===== config.mk =====
export PLATFORM = sky130hd
export DESIGN_NAME = stack_exec_ctrl
export DESIGN_NICKNAME = d
export VERILOG_FILES = /design/src/rtl/bali_ctrl_pkg.sv /design/src/rtl/operand_buf.sv /design/src/rtl/stack_exec_ctrl.sv
export SDC_FILE = /design/constraint.sdc
export NUM_CORES = 1
export LEC_CHECK = 0
export ABC_CLOCK_PERIOD_IN_PS = 8200
export CAP_MARGIN = 0
export CORE_MARGIN = 2
export CORE_UTILIZATION = 43
export CTS_CLUSTER_SIZE = 30
export DETAILED_ROUTE_END_ITERATION = 10
export GPL_TIMING_DRIVEN = 1
export PLACE_DENSITY = 0.77
export SYNTH_ARGS = -nofsm -noshare
export SYNTH_HDL_FRONTEND = slang
export SYNTH_SLANG_ARGS = --single-unit

===== constraint.sdc =====
create_clock -name clk -period 8.2 [get_ports clk]
set_input_delay 2.46 -clock clk [delete_from_list [all_inputs] [get_ports clk]]
set_output_delay 2.46 -clock clk [all_outputs]
set_load 0.02 [all_outputs]

===== src/rtl/bali_ctrl_pkg.sv =====
// bali_ctrl_pkg: shared state encoding and stack access constants for the stack execution controller.
package bali_ctrl_pkg;

    typedef enum logic [2:0] {
        IDLE      = 3'd0,
        POP_REQ   = 3'd1,
        POP_WAIT  = 3'd2,
        EXEC      = 3'd3,
        PUSH_REQ  = 3'd4,
        PUSH_WAIT = 3'd5,
        DONE      = 3'd6
    } ctrl_state_t;

    localparam logic STK_POP  = 1'b0;
    localparam logic STK_PUSH = 1'b1;

endpackage


===== src/rtl/operand_buf.sv =====
// operand_buf: N x DW operand register file with indexed write and flat read-out.
module operand_buf #(
    parameter int N  = 3,
    parameter int DW = 32,
    parameter int IW = 2
) (
    input  logic            clk,
    input  logic            rst,
    input  logic            we_i,
    input  logic [IW-1:0]   idx_i,
    input  logic [DW-1:0]   wdata_i,
    output logic [N*DW-1:0] rdata_o
);

    logic [N-1:0][DW-1:0] regs_q;

    always_ff @(posedge clk or posedge rst) begin
        if (rst)
            regs_q <= '0;
        else if (we_i && int'(idx_i) < N)
            regs_q[idx_i] <= wdata_i;
    end

    assign rdata_o = regs_q;

endmodule


===== src/rtl/stack_exec_ctrl.sv =====
// stack_exec_ctrl: sequences operand pops, ALU settling and result pushes for one decoded instruction.
module stack_exec_ctrl
    import bali_ctrl_pkg::*;
#(
    parameter int DW       = 32,
    parameter int MAX_ARGS = 3,
    parameter int DEPTH    = 256,
    parameter int CW       = $clog2(MAX_ARGS + 1),
    parameter int SW       = $clog2(DEPTH + 1)
) (
    input  logic                   clk,
    input  logic                   rst,
    input  logic                   start_i,
    input  logic [CW-1:0]          pop_count_i,
    input  logic [1:0]             push_count_i,
    input  logic                   const_push_i,
    input  logic [DW-1:0]          const_val_i,
    input  logic [DW-1:0]          alu_lo_i,
    input  logic [DW-1:0]          alu_hi_i,
    output logic [MAX_ARGS*DW-1:0] operands_o,
    output logic                   stk_trigger_o,
    output logic                   stk_push_o,
    output logic [DW-1:0]          stk_wdata_o,
    input  logic [DW-1:0]          stk_rdata_i,
    input  logic                   stk_done_i,
    input  logic [SW-1:0]          stk_depth_i,
    output logic                   busy_o,
    output logic                   op_done_o,
    output logic                   error_o
);

    localparam int XW = (SW > CW ? SW : CW) + 2;

    ctrl_state_t   state_q, state_d;
    logic [CW-1:0] rem_q, rem_d;
    logic [1:0]    push_q, push_d;
    logic          cp_q, cp_d;
    logic [DW-1:0] cv_q, cv_d;
    logic [DW-1:0] hi_q, hi_d;
    logic [DW-1:0] wdata_q, wdata_d;
    logic          err_q, err_d;
    logic          op_we;
    logic [1:0]    push_eff;
    logic          uf, of;

    assign push_eff = push_count_i[1] ? 2'd2 : push_count_i;
    // Overflow compared as depth + push > DEPTH + pop so no intermediate goes negative
    assign uf = XW'(stk_depth_i) < XW'(pop_count_i);
    assign of = XW'(stk_depth_i) + XW'(push_eff) > XW'(DEPTH) + XW'(pop_count_i);

    always_ff @(posedge clk or posedge rst) begin
        if (rst) begin
            state_q <= IDLE;
            rem_q   <= '0;
            push_q  <= '0;
            cp_q    <= 1'b0;
            cv_q    <= '0;
            hi_q    <= '0;
            wdata_q <= '0;
            err_q   <= 1'b0;
        end else begin
            state_q <= state_d;
            rem_q   <= rem_d;
            push_q  <= push_d;
            cp_q    <= cp_d;
            cv_q    <= cv_d;
            hi_q    <= hi_d;
            wdata_q <= wdata_d;
            err_q   <= err_d;
        end
    end

    always_comb begin
        state_d = state_q;
        rem_d   = rem_q;
        push_d  = push_q;
        cp_d    = cp_q;
        cv_d    = cv_q;
        hi_d    = hi_q;
        wdata_d = wdata_q;
        err_d   = err_q;
        op_we   = 1'b0;
        case (state_q)
            IDLE: if (start_i) begin
                rem_d   = pop_count_i;
                push_d  = push_eff;
                cp_d    = const_push_i;
                cv_d    = const_val_i;
                err_d   = uf | of;
                state_d = (uf | of) ? DONE : (pop_count_i != '0 ? POP_REQ : EXEC);
            end
            POP_REQ: state_d = POP_WAIT;
            POP_WAIT: if (stk_done_i) begin
                op_we   = 1'b1;
                rem_d   = rem_q - CW'(1);
                state_d = (rem_q > CW'(1)) ? POP_REQ : EXEC;
            end
            EXEC: begin
                hi_d    = alu_hi_i;
                wdata_d = (push_q != 2'd0) ? (cp_q ? cv_q : alu_lo_i) : wdata_q;
                state_d = (push_q != 2'd0) ? PUSH_REQ : DONE;
            end
            PUSH_REQ: state_d = PUSH_WAIT;
            PUSH_WAIT: if (stk_done_i) begin
                push_d  = push_q - 2'd1;
                wdata_d = (push_q == 2'd2) ? (cp_q ? cv_q : hi_q) : wdata_q;
                state_d = (push_q == 2'd2) ? PUSH_REQ : DONE;
            end
            DONE:    state_d = IDLE;
            default: state_d = IDLE;
        endcase
    end

    // First pop is the top of stack and lands in the highest used slot
    operand_buf #(
        .N (MAX_ARGS),
        .DW(DW),
        .IW(CW)
    ) u_buf (
        .clk    (clk),
        .rst    (rst),
        .we_i   (op_we),
        .idx_i  (rem_q - CW'(1)),
        .wdata_i(stk_rdata_i),
        .rdata_o(operands_o)
    );

    assign stk_trigger_o = (state_q == POP_REQ) || (state_q == PUSH_REQ);
    assign stk_push_o    = (state_q == PUSH_REQ || state_q == PUSH_WAIT) ? STK_PUSH : STK_POP;
    assign stk_wdata_o   = wdata_q;
    assign busy_o        = state_q != IDLE;
    assign op_done_o     = state_q == DONE;
    assign error_o       = err_q;

endmodule


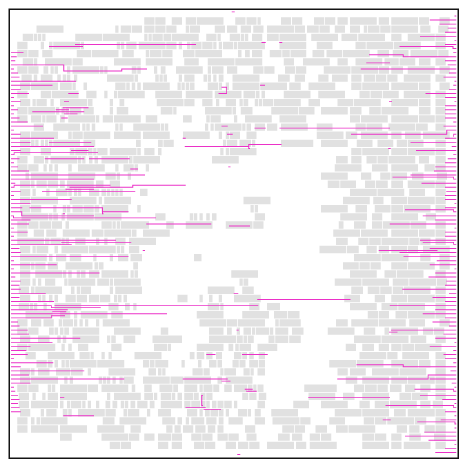
*M3 wires, run 1*
Scale: 3 px per um. Cells faint in the background.
longest straight run: 67.6 um
wire length on this layer: 2380 um
main direction: horizontal

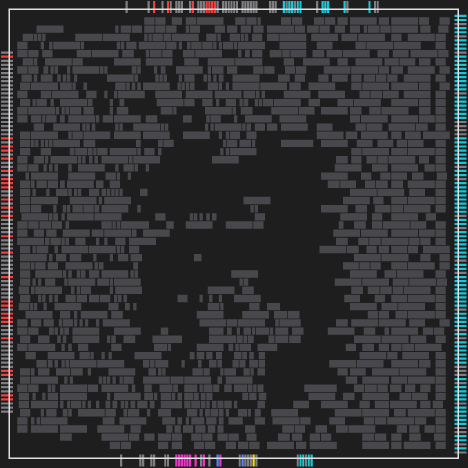
*Pin placement, run 1*
Scale: 3 px per um. Pins as bars across the die edge, other pins in gray.
legend:
  `const_val_i`:
    color: red
    pins: 32
    direction: input
    edge: 25 left, 7 top
  `pop_count_i`:
    color: blue
    pins: 2
    direction: input
    edge: bottom
  `operands_o`:
    color: cyan
    pins: 96
    direction: output
    edge: 82 right, 10 top, 4 bottom
  `op_done_o`:
    color: yellow
    pins: 1
    direction: output
    edge: bottom
  `stk_depth_i`:
    color: magenta
    pins: 9
    direction: input
    edge: bottom

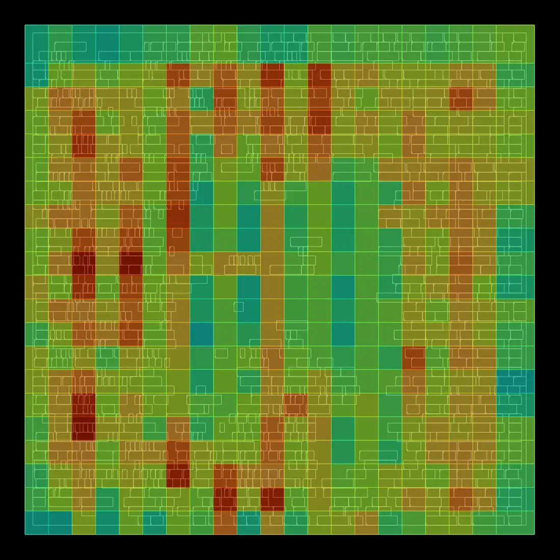
*Track usage over the die, run 1*
fraction of met3 tracks used by global routing: 6.94%
met2 usage in global routing: 33.8%

==> summary.txt, run 1 <==
Purpose: to document the outcome of synthesis and place and route.

Setup path
The data required time of the worst path is 8.56 ns. The critical path in this run is classified as primary input to register. Looking at the reg2reg group, the worst path ends at stk_wdata_o[25]$_DFFE_PP0P_. The top cell family by delay on the critical path is adder cells. The critical path goes through clkdlybuf4s50_1 -> nor2b_1 -> ha_1 -> fa_1 -> ha_1 -> a21oi_1 -> a21oi_1 -> nor4_2 -> o21ai_0. The delay contributed by the slowest stage of the critical path is 0.49 ns. The launching instance or port of the critical path is push_count_i[1].

The worst register-to-register path begins at state_q[2]$_DFFE_PP0P_. Among all stages on the critical path, the largest delay is contributed by sky130_fd_sc_hd__clkdlybuf4s50_1. The data arrival time reported for the critical path is 4.88 ns. The highest net fanout along the worst path is 4. The path depth of the worst reg2reg path is 6.

Per the post-run analysis, buffers plus inverters along the critical path come to 1.

Placed design
The total half-perimeter wirelength after legalization and detailed placement is 15.2 mm. The final weighted congestion recorded by global placement is 0.809. The worst setup slack after placement is 3.13 ns.

Global routing
The largest net degree at the start of global routing is 86. Total global-route track usage over all layers is 20.6%. The first global-routing pass estimated 36.3 mm of wire.

met1 track demand over resource after global routing is 26.3%. The via count of the first global-routing pass is 6834.

Floorplanning
The cell row count is 53. The die covers 22300 um^2. The region available for standard cell placement spans 20800 um^2. Per the OpenROAD floorplan log, the width of the die is 149 um.

Layout
The total non-filler cell area in the finished layout is 12800 um^2. The number of clock buffer instances in the layout is 32. Per the final layout report, the fraction of cells sized above drive strength 1 comes to 17.7%.

The most common logic cell in the final layout is sky130_fd_sc_hd__clkdlybuf4s50_1. For this run, the post-layout net count is 1205. The post-route utilization of the core is recorded as 61.3%. The relative area of clock buffers and inverters in the final design is 6.04%.

The non-clock inverter count in the final layout is 12. The final layout contains a sequential cell count of 201. The synthesis-to-layout area growth is 40.9%. Measured on the final layout, buffering overhead outside the clock network stands at 22.2%. Counting plain and timing-repair buffers in the layout gives 285.

STA
The smallest clock period supported by the final layout is computed as 4.52 ns. The tightest hold path in the finished design has a slack of 0.472 ns. The post-route clock skew is 0.0107 ns.

The count of endpoints failing hold in the final timing report is 0. The final setup slack of the worst path is 3.68 ns. Setup repair after global routing left no endpoint under its margin.

Yosys
Summed over all instances, the cell type with the most area after synthesis is sky130_fd_sc_hd__dfrtp_1. The count of unique library cells instantiated by Yosys is 50. The number of synthesis warnings is 0. The yosys cell count is 776. Of the total synthesized cell area, the portion taken by XOR and XNOR cells is 0.290%. For this run, the chip area from Yosys synthesis comes to 9060 um^2. The mean instance size in the synthesized netlist is 11.7 um^2.

Flow run
The number of max-cap violations is 0.

Clocking
The number of buffers added to fix hold violations after cts is 0. The insertion delay at the late pin of the worst-skew pair is 0.50 ns. Looking at the clock tree report, the H-tree level count equals 1.

The number of CTS-inserted buffers is 23. The clock drives 201 sinks.

Routing
The detailed router put a total of 9.67 mm of wire on met1. The iteration tally of the first detailed-router pass is 4. Nets still carrying antenna violations after routing amount to 0. Per the log, the first TritonRoute iteration ended with a DRC count of 197. Using the TritonRoute via totals, the vias-per-cell ratio works out to 5.02.

The met3 wirelength from detailed routing is 2.38 mm. The routed design has 22.9 mm of wire. The highest metal layer carrying signal wires in the routed design is met4.

The number of remaining DRC errors is 0.

Power and ir drop
Combinational cells account for 42.7% of the total power. The highest-power group is combinational cells. The net switching power in the latest report is 1.73 mW. The sequential power is 1.80 mW.

The report lists the power per cell area as 388 nW/um^2. The share of total power in sequential cells is 36.4%. The worst-case IR drop observed on VDD is 162 uV.

The total internal power is 3.22 mW. The flow reports power dissipated in the clock network as 1.03 mW.

Outcome
The run finished with clean final reports.

Min path
STA shows the worst min-delay path finishing at hi_q[4]$_DFFE_PP0P_.
[run 1: cells in the mapped netlist (all sizes together)]
master / number
a31oi: 1
nand2: 238
and2: 3
ha: 13
or2: 1
a2111oi: 1
a21o: 1
or3: 2
nand2b: 8
and3: 1
nand3: 3
nand3b: 1
mux2: 128
buf: 24
nor3: 6
o21a: 3
o32ai: 1
or4: 1
o211ai: 1
dfrtp: 201
a22oi: 1
a21oi: 6
mux2i: 33
nor3b: 2
a32oi: 1
nor4: 3
o221a: 1
clkbuf: 17
inv: 12
nor2: 10
a311oi: 1
a211oi: 4
nor2b: 4
o22ai: 1
xor2: 1
o21ai: 37
fa: 1
xnor2: 2
a41oi: 1
--- run 2 (diff from run 1) ---
ABC_CLOCK_PERIOD_IN_PS = 3650   (was 8200)
clock period = 3.65 ns   (was 8.2 ns; I/O delays follow)
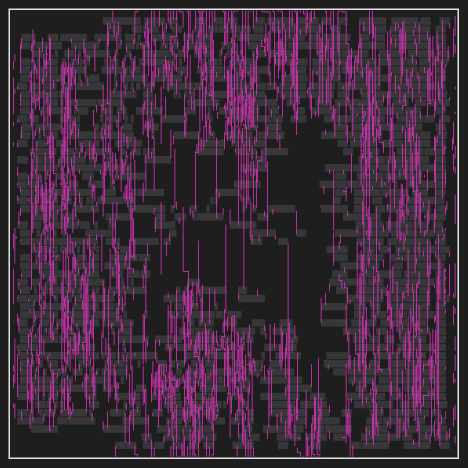
*Signal wires on met2, run 2*
Scale: 3 px per um. Cells faint in the background.
longest straight run: 74.6 um
wire length on this layer: 10700 um
share of all routed wire: 46%
main direction: vertical
nets with wire on the layer: 1058

==> run 2 against run 1 <==
Compared with the run above: flip-flop count unchanged; die size did not move; via count is 0.30% lower; clock power increased by 120%; setup slack got worse by 3.2 ns; count of clock-buffer cells in the layout up 1; clock skew up 0.0060 ns; largest power group unchanged.
==> summary.txt, run 2 <==
Purpose: to document the outcome of synthesis and place and route.

Yosys
The synthesized netlist devotes 2.02% of its cell area to adder and majority cells. The chip area estimate from yosys synthesis is 9060 um^2 (unchanged). The mean instance size in the synthesized netlist is 11.7 um^2 (unchanged). The gate count of the mapped netlist is 776.

The top cell type by instance count after synthesis is sky130_fd_sc_hd__nand2_1. The xor and xnor area share after synthesis is 0.290% (unchanged). By count the netlist is led by sky130_fd_sc_hd__nand2_1 (234), sky130_fd_sc_hd__dfrtp_1 (201), sky130_fd_sc_hd__mux2_2 (87), sky130_fd_sc_hd__mux2_4 (40), sky130_fd_sc_hd__o21ai_0 (37). The count of unique library cells instantiated by Yosys is 50 (unchanged). At floorplan, the net count of the design was reported as 936. The biggest area contributor in the post-synthesis netlist is sky130_fd_sc_hd__dfrtp_1.

The async set-or-reset flop fraction in the synthesized netlist is 100% (unchanged). Per the synthesis report, the single largest cell type by area occupies 55.5% of cell area. The yosys cell count came to 776 (unchanged).

The post-synth tally of flip-flops with integrated enable is 0 (unchanged). Per Yosys stat, the portion of area used by sequential elements is 55.5%. The number of synthesis warnings is 0 (unchanged).

The main flop type after synthesis is sky130_fd_sc_hd__dfrtp_1.

Routing
The length of routed wiring on met1 is 9.69 mm (+0.24%). The final antenna-violating net count is 0 (unchanged). The violation tally from detailed-route iteration zero came to 154 (-22%). The iteration tally of the first detailed-router pass is 4 (unchanged).

The number of remaining DRC errors is 0 (unchanged). The via-per-instance ratio was 4.98 (-0.89%). The met3 wirelength from detailed routing is 2.23 mm (-6.2%). The top layer used by detailed routing is met4. The aggregate routed wire length is 23.2 mm (+1.0%).

Placed design
The worst setup slack after placement is 0.0927 ns (-3.04 ns). The last weighted congestion value of the routability-driven placer was 0.828 (+2.4%). The cell total after placement is 1304. The total half-perimeter wirelength after legalization and detailed placement is 16.4 mm (+7.5%).

Layout
The non-clock buffer share of cell area is 22.9% (+0.72 points). The post-layout utilization of the core is 61.8% (+0.53 points). The number of flip-flops and latches is 201 (unchanged). The number of nets in the layout is 1214 (+0.75%).

The final cell count without fillers is 1345. The multi-input logic cell count is 522. The synthesis-to-layout area growth is 42.1%. The number of non-clock buffers is 294 (+3.2%). The non-clock inverter count in the final layout is 12 (unchanged). The most common logic cell in the routed design is sky130_fd_sc_hd__clkdlybuf4s50_1. The number of clock buffer instances in the layout is 33 (+3.1%). The share of cell area taken by multi-input logic gates is 29.0%.

The total non-filler cell area in the finished layout is 12900 um^2 (+0.86%). The relative area of clock buffers and inverters in the final design is 5.97% (-0.061 points). The ratio of cells with drive above 1 in the final layout is 18.3% (+0.60 points).

Setup path
The arrival time at the worst endpoint is 2.04 ns (-2.84 ns). Traced cell by cell, the critical path runs through nor2b_4 -> clkdlybuf4s50_1. The critical path start-end classification is register to output pin. The highest-delay cell along the critical path is sky130_fd_sc_hd__dfrtp_1. The data required time of the worst path came to 2.55 ns (-6.01 ns). Broken down by cell family, the worst path's largest delay share belongs to flip-flops. The highest net fanout along the worst path is 13 (+9). The delay contributed by the slowest stage of the critical path is 0.64 ns (+0.15 ns). The total buffers and inverters traversed by the critical path was 1 (unchanged).

Power and ir drop
The total internal power is 7.26 mW (+130%). The sequential power is 4.05 mW (+130%). The peak ir drop on the vdd network came to 417 uV (+160%). The combinational cell fraction of total power is 43.0% (+0.3 points). The switching power summed over all nets is 3.90 mW (+120%). The share of total power in sequential cells is 36.3% (about the same). The total power density per cell area came to 867 nW/um^2 (+120%).

The total power draw is 11.2 mW. The highest-power group is combinational cells. The power consumed by the clock network is 2.31 mW (+120%).

STA
The post-layout minimum cycle time is 3.14 ns. The count of endpoints failing hold in the final timing report was 0 (unchanged). The slew at the pin closest to its max-slew limit is 1.03 ns. Setup repair after global routing left no endpoint under its margin.

The worst hold slack was 0.471 ns (-0.000515 ns). The post-route clock skew was 0.0167 ns (+0.00597 ns). The final setup slack of the worst path is 0.511 ns (-3.16 ns).

Floorplanning
The core area was 20800 um^2 (unchanged). The total die size was 22300 um^2 (unchanged). The x dimension of the die is 149 um (unchanged). The cell row count is 53 (unchanged).

Clocking
The number of CTS-inserted buffers is 23 (unchanged). The CTS sink count is 201 (unchanged). The number of buffers added to fix hold violations after cts is 0 (unchanged). The number of H-tree levels is 1 (unchanged). The insertion delay at the late pin of the worst-skew pair is 0.50 ns (about the same).

Global routing
The total routing usage reported by global routing is 20.6% (+0.076 points). The met2 demand-to-capacity share in global routing was 34.6% (+0.78 points). The via count of the first global-routing pass is 6858 (+0.35%). The wire length of the first global-routing pass is 36.5 mm (+0.72%).

The met1 global-route usage was 25.7% (-0.57 points). The met3 usage in global routing was 6.85% (-0.092 points). The largest net degree at the start of global routing is 83 (-3.5%).

Flow run
The number of max-cap violations is 0 (unchanged).

Outcome
The flow ran to the end, and the final reports show no timing, DRC or antenna violations.
-- run 2: cell counts after synthesis --
No cell type changed its count.
-- run 2: final timing paths --
kind                                         from                            end  slack, ns  cells past startpoint
max                        state_q[2]$_DFFE_PP0P_                     stk_push_o       0.51                      2
min                          cv_q[26]$_DFFE_PP0P_           cv_q[26]$_DFFE_PP0P_       0.47                      2
max reg2reg                state_q[2]$_DFFE_PP0P_    stk_wdata_o[29]$_DFFE_PP0P_       1.09                      6
min reg2reg                  cv_q[26]$_DFFE_PP0P_           cv_q[26]$_DFFE_PP0P_       0.47                      2
max in group asynchronous                     rst            hi_q[5]$_DFFE_PP0P_       1.90                      3
min in group asynchronous                     rst  u_buf.rdata_o[89]$_DFFE_PP0P_       0.97                      2
Power figures rest on the tool's default switching activity, not on a simulated workload.
